$ cat config.mk
export PLATFORM = sky130hd
export DESIGN_NAME = card_list_server_flat
export DESIGN_NICKNAME = d
export VERILOG_FILES = /design/src/rtl/war_pkg.sv /design/src/rtl/card_list_server_if.sv /design/src/rtl/next_ptr_ram.sv /design/src/rtl/card_list_server.sv /design/src/flat_wrapper.sv
export SDC_FILE = /design/constraint.sdc
export NUM_CORES = 1
export LEC_CHECK = 0
export ABC_CLOCK_PERIOD_IN_PS = 4990
export CORE_MARGIN = 3
export CORE_UTILIZATION = 58
export CTS_BUF_LIST = sky130_fd_sc_hd__clkbuf_8
export DETAILED_ROUTE_END_ITERATION = 16
export PLACE_DENSITY_LB_ADDON = 0.08
export SYNTH_ARGS = -nofsm -noshare
export SYNTH_HDL_FRONTEND = slang
export SYNTH_HIERARCHICAL = 1
export SYNTH_SLANG_ARGS = --single-unit
$ cat constraint.sdc
create_clock -name clock -period 4.99 [get_ports clock]
set_input_delay 0.7485 -clock clock [delete_from_list [all_inputs] [get_ports clock]]
set_output_delay 0.7485 -clock clock [all_outputs]
set_load 0.005 [all_outputs]
$ cat src/rtl/war_pkg.sv
// Shared encodings for the War game deck-RAM request interface.
// Holds op codes, list ids, card field positions and the node-to-card mapping.
package war_pkg;

  localparam logic [1:0] OP_INIT  = 2'd0;
  localparam logic [1:0] OP_PEEK  = 2'd1;
  localparam logic [1:0] OP_MOVE  = 2'd2;
  localparam logic [1:0] OP_COUNT = 2'd3;

  localparam logic [1:0] LIST_DECK   = 2'd0;
  localparam logic [1:0] LIST_PLAYER = 2'd1;
  localparam logic [1:0] LIST_COM    = 2'd2;
  localparam logic [1:0] LIST_POT    = 2'd3;

  localparam int RANK_LSB = 0;
  localparam int RANK_W   = 4;
  localparam int SUIT_LSB = 4;
  localparam int SUIT_W   = 2;

  typedef enum logic [2:0] {
    S_IDLE,
    S_INIT_WR,
    S_EXEC,
    S_MV_RD,
    S_MV_UPD,
    S_DONE
  } state_t;

  // Rank runs 2..14 (ace high) within each block of 13 nodes; suit is the block number.
  function automatic logic [15:0] card_of(input logic [5:0] node);
    logic [15:0] c;
    c = '0;
    c[RANK_LSB +: RANK_W] = 4'(node % 6'd13 + 6'd2);
    c[SUIT_LSB +: SUIT_W] = 2'(node / 6'd13);
    return c;
  endfunction

endpackage

$ cat src/rtl/card_list_server_if.sv
// Request/response bundle between the War game controller and the card list server.
interface card_list_server_if;
  logic        enable;
  logic [1:0]  select_op;
  logic [9:0]  arg1;
  logic [9:0]  arg2;
  logic        finished_op;
  logic [15:0] out1;
  logic        op_error;

  modport master (
    output enable, select_op, arg1, arg2,
    input  finished_op, out1, op_error
  );

  modport slave (
    input  enable, select_op, arg1, arg2,
    output finished_op, out1, op_error
  );
endinterface

$ cat src/rtl/next_ptr_ram.sv
// Next-pointer storage for the card lists: one write port, one registered read port.
module next_ptr_ram #(
  parameter int AW = 6
) (
  input  logic          i_clk,
  input  logic          i_we,
  input  logic [AW-1:0] i_waddr,
  input  logic [AW-1:0] i_wdata,
  input  logic [AW-1:0] i_raddr,
  output logic [AW-1:0] o_rdata
);

  logic [AW-1:0] r_mem [2**AW];
  logic [AW-1:0] r_rdata;

  always_ff @(posedge i_clk) begin
    if (i_we) r_mem[i_waddr] <= i_wdata;
    r_rdata <= r_mem[i_raddr];
  end

  assign o_rdata = r_rdata;

endmodule

$ cat src/rtl/card_list_server.sv
// Executes INIT/PEEK/MOVE/COUNT requests on four singly-linked card lists kept
// in a next-pointer RAM; each request ends with a one-cycle finished_op pulse.
module card_list_server
  import war_pkg::*;
#(
  parameter int DECK_SIZE = 52,
  parameter int NODE_AW   = 6,
  parameter int NUM_LISTS = 4
) (
  input  logic               clock,
  input  logic               reset,
  card_list_server_if.slave  bus
);

  localparam int LW = $clog2(NUM_LISTS);
  localparam int CW = 7;

  state_t              r_state, w_state_nxt;
  logic [1:0]          r_op;
  logic [LW-1:0]       r_src, r_dst;
  logic [CW-1:0]       r_idx;
  logic [NODE_AW-1:0]  r_head [NUM_LISTS];
  logic [NODE_AW-1:0]  r_tail [NUM_LISTS];
  logic [CW-1:0]       r_cnt  [NUM_LISTS];
  logic [15:0]         r_out1;
  logic                r_err;

  logic                w_we;
  logic [NODE_AW-1:0]  w_waddr, w_wdata, w_rdata, w_n;
  logic                w_src_empty, w_dst_empty, w_self, w_src_single, w_init_last;
  logic                w_unused_args;

  assign w_n          = r_head[r_src];
  assign w_src_empty  = (r_cnt[r_src] == '0);
  assign w_dst_empty  = (r_cnt[r_dst] == '0);
  assign w_src_single = (r_cnt[r_src] == CW'(1));
  assign w_self       = (r_src == r_dst);
  assign w_init_last  = (r_idx == CW'(DECK_SIZE));
  assign w_unused_args = &{bus.arg1[9:LW], bus.arg2[9:LW]};

  next_ptr_ram #(.AW(NODE_AW)) u_ram (
    .i_clk   (clock),
    .i_we    (w_we),
    .i_waddr (w_waddr),
    .i_wdata (w_wdata),
    .i_raddr (w_n),
    .o_rdata (w_rdata)
  );

  always_ff @(posedge clock) begin
    if (reset) r_state <= S_IDLE;
    else       r_state <= w_state_nxt;
  end

  always_comb begin
    w_state_nxt = r_state;
    w_we        = 1'b0;
    w_waddr     = r_tail[r_dst];
    w_wdata     = w_n;
    unique case (r_state)
      S_IDLE: begin
        if (bus.enable) begin
          case (bus.select_op)
            OP_INIT: w_state_nxt = S_INIT_WR;
            OP_MOVE: w_state_nxt = S_MV_RD;
            default: w_state_nxt = S_EXEC;
          endcase
        end
      end
      // One idle cycle after the last write lines DONE up with the INIT latency.
      S_INIT_WR: begin
        if (w_init_last) begin
          w_state_nxt = S_DONE;
        end else begin
          w_we    = 1'b1;
          w_waddr = r_idx[NODE_AW-1:0];
          w_wdata = r_idx[NODE_AW-1:0] + NODE_AW'(1);
        end
      end
      S_EXEC:   w_state_nxt = S_DONE;
      S_MV_RD:  w_state_nxt = w_src_empty ? S_DONE : S_MV_UPD;
      S_MV_UPD: begin
        w_state_nxt = S_DONE;
        w_we        = !w_dst_empty && !(w_self && w_src_single);
      end
      S_DONE:   w_state_nxt = S_IDLE;
      default:  w_state_nxt = S_IDLE;
    endcase
  end

  always_ff @(posedge clock) begin
    if (reset) begin
      for (int l = 0; l < NUM_LISTS; l++) begin
        r_head[l] <= '0;
        r_tail[l] <= '0;
        r_cnt[l]  <= '0;
      end
      r_op   <= OP_INIT;
      r_src  <= '0;
      r_dst  <= '0;
      r_idx  <= '0;
      r_out1 <= '0;
      r_err  <= 1'b0;
    end else begin
      unique case (r_state)
        S_IDLE: begin
          if (bus.enable) begin
            r_op  <= bus.select_op;
            r_src <= bus.arg1[LW-1:0];
            r_dst <= bus.arg2[LW-1:0];
            r_idx <= '0;
          end
        end
        S_INIT_WR: begin
          r_idx <= r_idx + CW'(1);
          if (w_init_last) begin
            for (int l = 0; l < NUM_LISTS; l++) r_cnt[l] <= '0;
            r_head[LIST_DECK] <= '0;
            r_tail[LIST_DECK] <= NODE_AW'(DECK_SIZE - 1);
            r_cnt[LIST_DECK]  <= CW'(DECK_SIZE);
            r_out1 <= 16'(DECK_SIZE);
            r_err  <= 1'b0;
          end
        end
        S_EXEC: begin
          if (r_op == OP_PEEK) begin
            r_out1 <= w_src_empty ? 16'd0 : card_of(6'(w_n));
            r_err  <= w_src_empty;
          end else begin
            r_out1 <= 16'(r_cnt[r_src]);
            r_err  <= 1'b0;
          end
        end
        S_MV_RD: begin
          if (w_src_empty) begin
            r_out1 <= '0;
            r_err  <= 1'b1;
          end
        end
        // Rotation is handled separately so head/tail/count stay coherent on one list.
        S_MV_UPD: begin
          r_out1 <= card_of(6'(w_n));
          r_err  <= 1'b0;
          if (w_self) begin
            if (!w_src_single) begin
              r_head[r_src] <= w_rdata;
              r_tail[r_src] <= w_n;
            end
          end else begin
            r_head[r_src] <= w_rdata;
            r_cnt[r_src]  <= r_cnt[r_src] - CW'(1);
            r_tail[r_dst] <= w_n;
            if (w_dst_empty) r_head[r_dst] <= w_n;
            r_cnt[r_dst]  <= r_cnt[r_dst] + CW'(1);
          end
        end
        S_DONE:  r_err <= 1'b0;
        default: ;
      endcase
    end
  end

  assign bus.finished_op = (r_state == S_DONE);
  assign bus.out1        = r_out1;
  assign bus.op_error    = r_err;

endmodule

$ cat src/flat_wrapper.sv
// flat-port wrapper written by rule: the top's interface ports become plain ports
module card_list_server_flat import war_pkg::*;
#(
  parameter int DECK_SIZE = 52,
  parameter int NODE_AW   = 6,
  parameter int NUM_LISTS = 4
)
  (clock, reset, bus_enable, bus_select_op, bus_arg1, bus_arg2, bus_finished_op, bus_out1, bus_op_error);
  card_list_server_if bus_i ();
  input  logic clock;
  input  logic reset;
  input wire logic [$bits(bus_i.enable)-1:0] bus_enable;
  input wire logic [$bits(bus_i.select_op)-1:0] bus_select_op;
  input wire logic [$bits(bus_i.arg1)-1:0] bus_arg1;
  input wire logic [$bits(bus_i.arg2)-1:0] bus_arg2;
  output wire logic [$bits(bus_i.finished_op)-1:0] bus_finished_op;
  output wire logic [$bits(bus_i.out1)-1:0] bus_out1;
  output wire logic [$bits(bus_i.op_error)-1:0] bus_op_error;
  assign bus_i.enable = bus_enable;
  assign bus_i.select_op = bus_select_op;
  assign bus_i.arg1 = bus_arg1;
  assign bus_i.arg2 = bus_arg2;
  assign bus_finished_op = bus_i.finished_op;
  assign bus_out1 = bus_i.out1;
  assign bus_op_error = bus_i.op_error;
  card_list_server #(.DECK_SIZE(DECK_SIZE), .NODE_AW(NODE_AW), .NUM_LISTS(NUM_LISTS)) u_core (.clock(clock), .reset(reset), .bus(bus_i));
endmodule
==> run_1/final_clocks.png <==
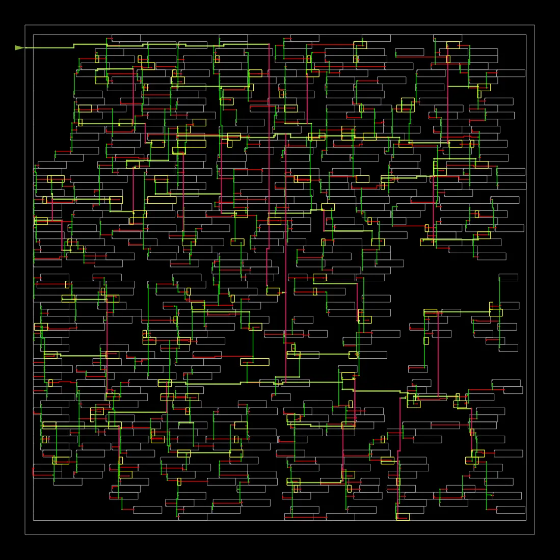
flip-flops: 494
total CTS buffers: 78
clock sink count: 494
Clk power: 0.00323 W

==> run_1/gate_families.png <==
The bar under the picture is 50 microns long.
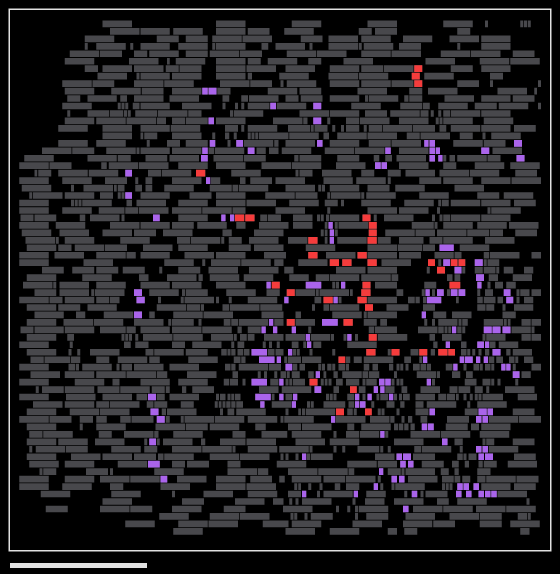
purple -> inverting AOI/OAI gates  # cells 145, most used o22ai_1
red -> AND-OR and OR-AND gates  # cells 41, most used a32o_1

==> Slide: Implementation Results, run 1 <==
Physical Implementation Snapshot

Run status
  • Status: finished clean

Power and ir drop
  • Pleak: 7.63 nW
  • Clk pwr share: 35.5%
  • Seq pwr share: 52.4%
  • Psw: 0.00229 W
  • Switching Share: 25.1%

Timing
  • Final setup viols: 0
  • Worst setup margin: 0.444 ns
  • Max Slew Vio Count: 0
  • Unrepaired setup endpoints after global routing: no
  • FMAX: 220 MHz
  • Worst-Margin Slew: 1.08 ns
  • Hold_ws: 0.462 ns

Detailed routing
  • Post-DR vias/cell: 6.40
  • Avg WL per Cell: 25.2 microns
  • Final ANT Viol Nets: 0
  • Met2 WL post-DR: 22400 microns
  • DRC: 0
  • Wire length on met1: 19200 microns

Clocking
  • Hold Buf Count CTS: 0
  • Worst-Skew Late Latency: 0.63 ns
  • Setup bufs post-CTS: 0
  • Clk slew on worst S/H paths: 0.05 ns
  • Count of cells resized by post-cts repair: 0
  • H-tree depth: 3

Finish
  • Post-Layout Inst Area: 23300 sq um
  • Top cells excl fill/tap: edfxtp_1 (460), nor2_1 (122), mux4_2 (111)
  • Finished Layout Cells: 1862

Yosys
  • Cell area leaders: edfxtp_1 (65%), mux4_2 (12%), dfxtp_1 (3.2%), nor2_1 (2.2%), nand2_1 (1.3%)
  • Area leader share: 65.4%
  • Post-Syn Area: 21100 sq um
  • Post-synthesis adder-cell area fraction: 0.652%
  • Asr flop ratio synth: 0%
  • Area leader, netlist: edfxtp_1
  • Unique cell types: 65

Min path
  • Hold Path Sink: u_core/r_op[1]$_SDFFE_PP0P_

Placement
  • Dpl hpwl: 28400 microns
  • Placement Setup Slack: 0.476 ns

Critical path
  • Crit path capture: u_core/u_ram/r_mem[26][4]$_DFFE_PP_
  • Worst R2R End: u_core/u_ram/r_mem[26][4]$_DFFE_PP_

Floorplanning
  • Die area: 38700 sq um

Global route
  • Global route overflow: 0
==> run_1/metal_stack.png <==
Only two layers are drawn.
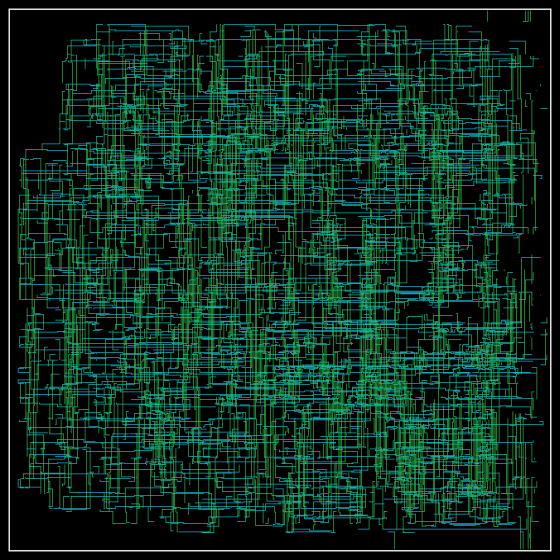
green -> met2  # wire length 22.4 mm
cyan -> met1  # wire length 19200 microns

## run 1: flip-flops by register name, summed over array words and instances (netlist names), named ones only
register              flops
u_core/u_ram/r_mem      384
u_core/r_cnt             28
u_core/r_head            24
u_core/r_tail            24
u_core/bus.out1           7
u_core/r_idx              7
u_core/u_ram/o_rdata      6
u_core/r_state            3
u_core/r_dst              2
u_core/r_op               2
u_core/r_src              2
u_core/bus.op_error       1
## run 1: cells in the mapped netlist (all sizes together), types with 9 or more instances
| cell type | n |
|---|---|
| edfxtp | 460 |
| nor2 | 123 |
| mux4 | 119 |
| nand2 | 72 |
| clkbuf | 41 |
| buf | 39 |
| a21oi | 37 |
| o22ai | 37 |
| dfxtp | 34 |
| o21ai | 25 |
| nand3 | 24 |
| inv | 23 |
| o221ai | 19 |
| mux2i | 16 |
| nand2b | 16 |
| a32o | 15 |
| xnor2 | 14 |
| nor3 | 13 |
| ha | 11 |
| nand3b | 11 |
| nor2b | 11 |
| a211oi | 9 |
| mux2 | 9 |
## run 1: worst max-delay path, cell delays in order, from the launching register on
cell	delay [ns]
dfxtp_1	0.60
buf_4	0.30
mux4_2	0.65
ha_1	0.24
and3b_1	0.21
and2b_4	0.20
nor3_1	0.24
nand2_1	0.15
nand2_1	0.19
nor2b_1	0.27
nand2_1	0.46
nor2_1	0.64
## run 1: area by class of cell
class | instances | area (sq um)
clock inverter | 60 | 319
tap | 461 | 577
timing repair buffer | 59 | 510
fill | 2505 | 12400
sequential | 494 | 14500
clock buffer | 84 | 1160
multi-input combinational | 681 | 6180
inverter | 23 | 86.3
## run 1: kinds of logic after synthesis
group	Yosys count
compound gates	186
xor+xnor	21
fa+ha+maj	11
buf+inv	103
flops	494
mux	144
other cells	1
simple gates	310
==> run 1 -> run 2 <==
--- a/config.mk
+++ b/config.mk
@@ -5,9 +5,9 @@
 export SDC_FILE = /design/constraint.sdc
 export NUM_CORES = 1
 export LEC_CHECK = 0
-export ABC_CLOCK_PERIOD_IN_PS = 4990
+export ABC_CLOCK_PERIOD_IN_PS = 5360
 export CORE_MARGIN = 3
-export CORE_UTILIZATION = 58
+export CORE_UTILIZATION = 65
 export CTS_BUF_LIST = sky130_fd_sc_hd__clkbuf_8
 export DETAILED_ROUTE_END_ITERATION = 16
 export PLACE_DENSITY_LB_ADDON = 0.08
==> constraint.sdc (replaced) <==
create_clock -name clock -period 5.36 [get_ports clock]
set_input_delay 0.804 -clock clock [delete_from_list [all_inputs] [get_ports clock]]
set_output_delay 0.804 -clock clock [all_outputs]
set_load 0.005 [all_outputs]
==> run 2 against run 1 <==
Largest power group unchanged. Hold slack lost 0.0092 ns. Highest routed layer is now met4. Sequential share of layout area grew 0.43 points. First-iteration DRC count grew 6.6%. Clock power shrank 7.1%. Power shrank 7.1%. Area after synthesis is the same. Register-to-register slack gained 0.34 ns. Synthesized cell count is the same.
==> Slide: Implementation Results, run 2 <==
Physical Implementation Snapshot

Run status
  • Status: finished clean

Detailed routing
  • DRC: 0 (unchanged)
  • Final ANT Viol Nets: 0 (unchanged)
  • Wire length on met1: 17900 microns (-6.8%)
  • Post-DR vias/cell: 6.57 (+2.7%)
  • Met2 WL post-DR: 21900 microns (-2.4%)

Timing
  • Worst setup margin: 0.781 ns (+0.338 ns)
  • FMAX: 218 MHz (-0.71%)
  • Worst-Margin Slew: 1.26 ns (+0.186 ns)
  • Unrepaired setup endpoints after global routing: no
  • Max Slew Vio Count: 0 (unchanged)

Finish
  • Most flops, register: u_core/u_ram/r_mem
  • Gate Area: 6180 sq um (unchanged)
  • # fillers: 1960 (-22%)
  • Top cells excl fill/tap: edfxtp_1 (460), nor2_1 (122), mux4_2 (111)
  • Largest registers: u_core/u_ram/r_mem: 384 flops, u_core/r_cnt: 28 flops

Yosys
  • Area leader, netlist: edfxtp_1
  • Cell area leaders: edfxtp_1 (65%), mux4_2 (12%), dfxtp_1 (3.2%), nor2_1 (2.2%), nand2_1 (1.3%)
  • Commonest cells in the netlist: edfxtp_1 (460), nor2_1 (122), mux4_2 (113)
  • Asr flop ratio synth: 0% (unchanged)
  • Area leader share: 65.4% (unchanged)
  • Yosys top cell by instances: edfxtp_1

Clocking
  • Setup bufs post-CTS: 0 (unchanged)
  • Hold Buf Count CTS: 0 (unchanged)
  • Worst-Skew Late Latency: 0.62 ns (about the same)
  • Total CTS buffers: 79 (+1.3%)
  • Clock sink count: 494 (unchanged)
  • Count of cells resized by post-cts repair: 0 (unchanged)

Critical path
  • Crit path top cell by count: ha_1
  • CP peak stage delay: 0.72 ns (+0.07 ns)
  • CP max stage cell: mux4_2

Placement
  • Placement Setup Slack: 0.832 ns (+0.355 ns)
  • Dpl hpwl: 27700 microns (-2.6%)

Power and ir drop
  • Switching Share: 25.2% (+0.057 points)
  • Clk pwr share: 35.5% (about the same)
[run 2: cell type report]
type / instances / area share (%)
clock buffer: 82 / 4.87
timing repair buffer: 44 / 1.61
clock inverter: 61 / 1.54
sequential: 494 / 62.6
tap: 435 / 2.35
inverter: 23 / 0.373
multi-input combinational: 681 / 26.7
[run 2: cells by family after synthesis]
kind of cell / Yosys count / synth area share, %
flops: 494 / 68.6
simple gates: 310 / 7.00
compound gates: 186 / 6.18
mux: 144 / 14.0
buf+inv: 103 / 2.62
xor+xnor: 21 / 0.871
fa+ha+maj: 11 / 0.652
other cells: 1 / 0.0178
[run 2: final timing paths]
kind	from	end	depth (start not counted)
worst max register to register	flop	u_core/bus.out1[2]$_SDFFE_PP0P_	18
worst min register to register	u_core/r_op[0]$_SDFFE_PP0P_	u_core/r_op[0]$_SDFFE_PP0P_	2
worst max-delay path	flop	u_core/bus.out1[2]$_SDFFE_PP0P_	18
worst min-delay path	u_core/r_op[0]$_SDFFE_PP0P_	u_core/r_op[0]$_SDFFE_PP0P_	2
[run 2: through the flow]
| step | instances | util, % | area [sq um] | hold WS (ns) | total power, W |
|---|---|---|---|---|---|
| finish | 1820 | 72.8 | 23200 | 0.453 | 0.00845 |
| global placement | 1677 | 68.2 | 21700 | 0.437 | 0.00550 |
| floorplan | 1278 | - | 21200 | 0.432 | 0.00524 |
| detailed placement | 1677 | 68.2 | 21700 | 0.446 | 0.00552 |
| CTS | 1820 | 72.8 | 23200 | 0.453 | 0.00852 |
| global route | 1820 | 72.8 | 23200 | 0.490 | 0.00878 |
[run 2: worst min-delay path, stage by stage (launching register included)]
cell	delay, ns
dfxtp_1	0.30
nand2_1	0.05
a21oi_1	0.05
==> run_2/pins.png <==
Pins as bars across the die edge, other pins in grey.
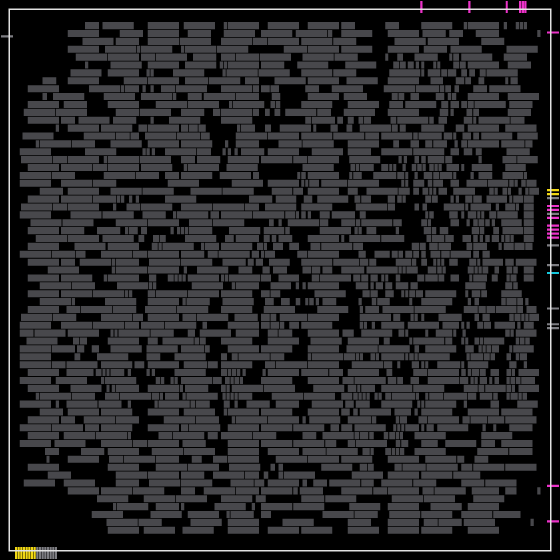
yellow -> bus_arg1  # pins 10, direction input, edge 8 bottom, 2 right
magenta -> bus_out1  # pins 16, direction output, edge 10 right, 6 top
cyan -> bus_finished_op  # pins 1, direction output, edge right
all pins by edge = 20 right, 16 bottom, 6 top, 1 left

No activity file was given, so power comes from the tool's default toggle rates.
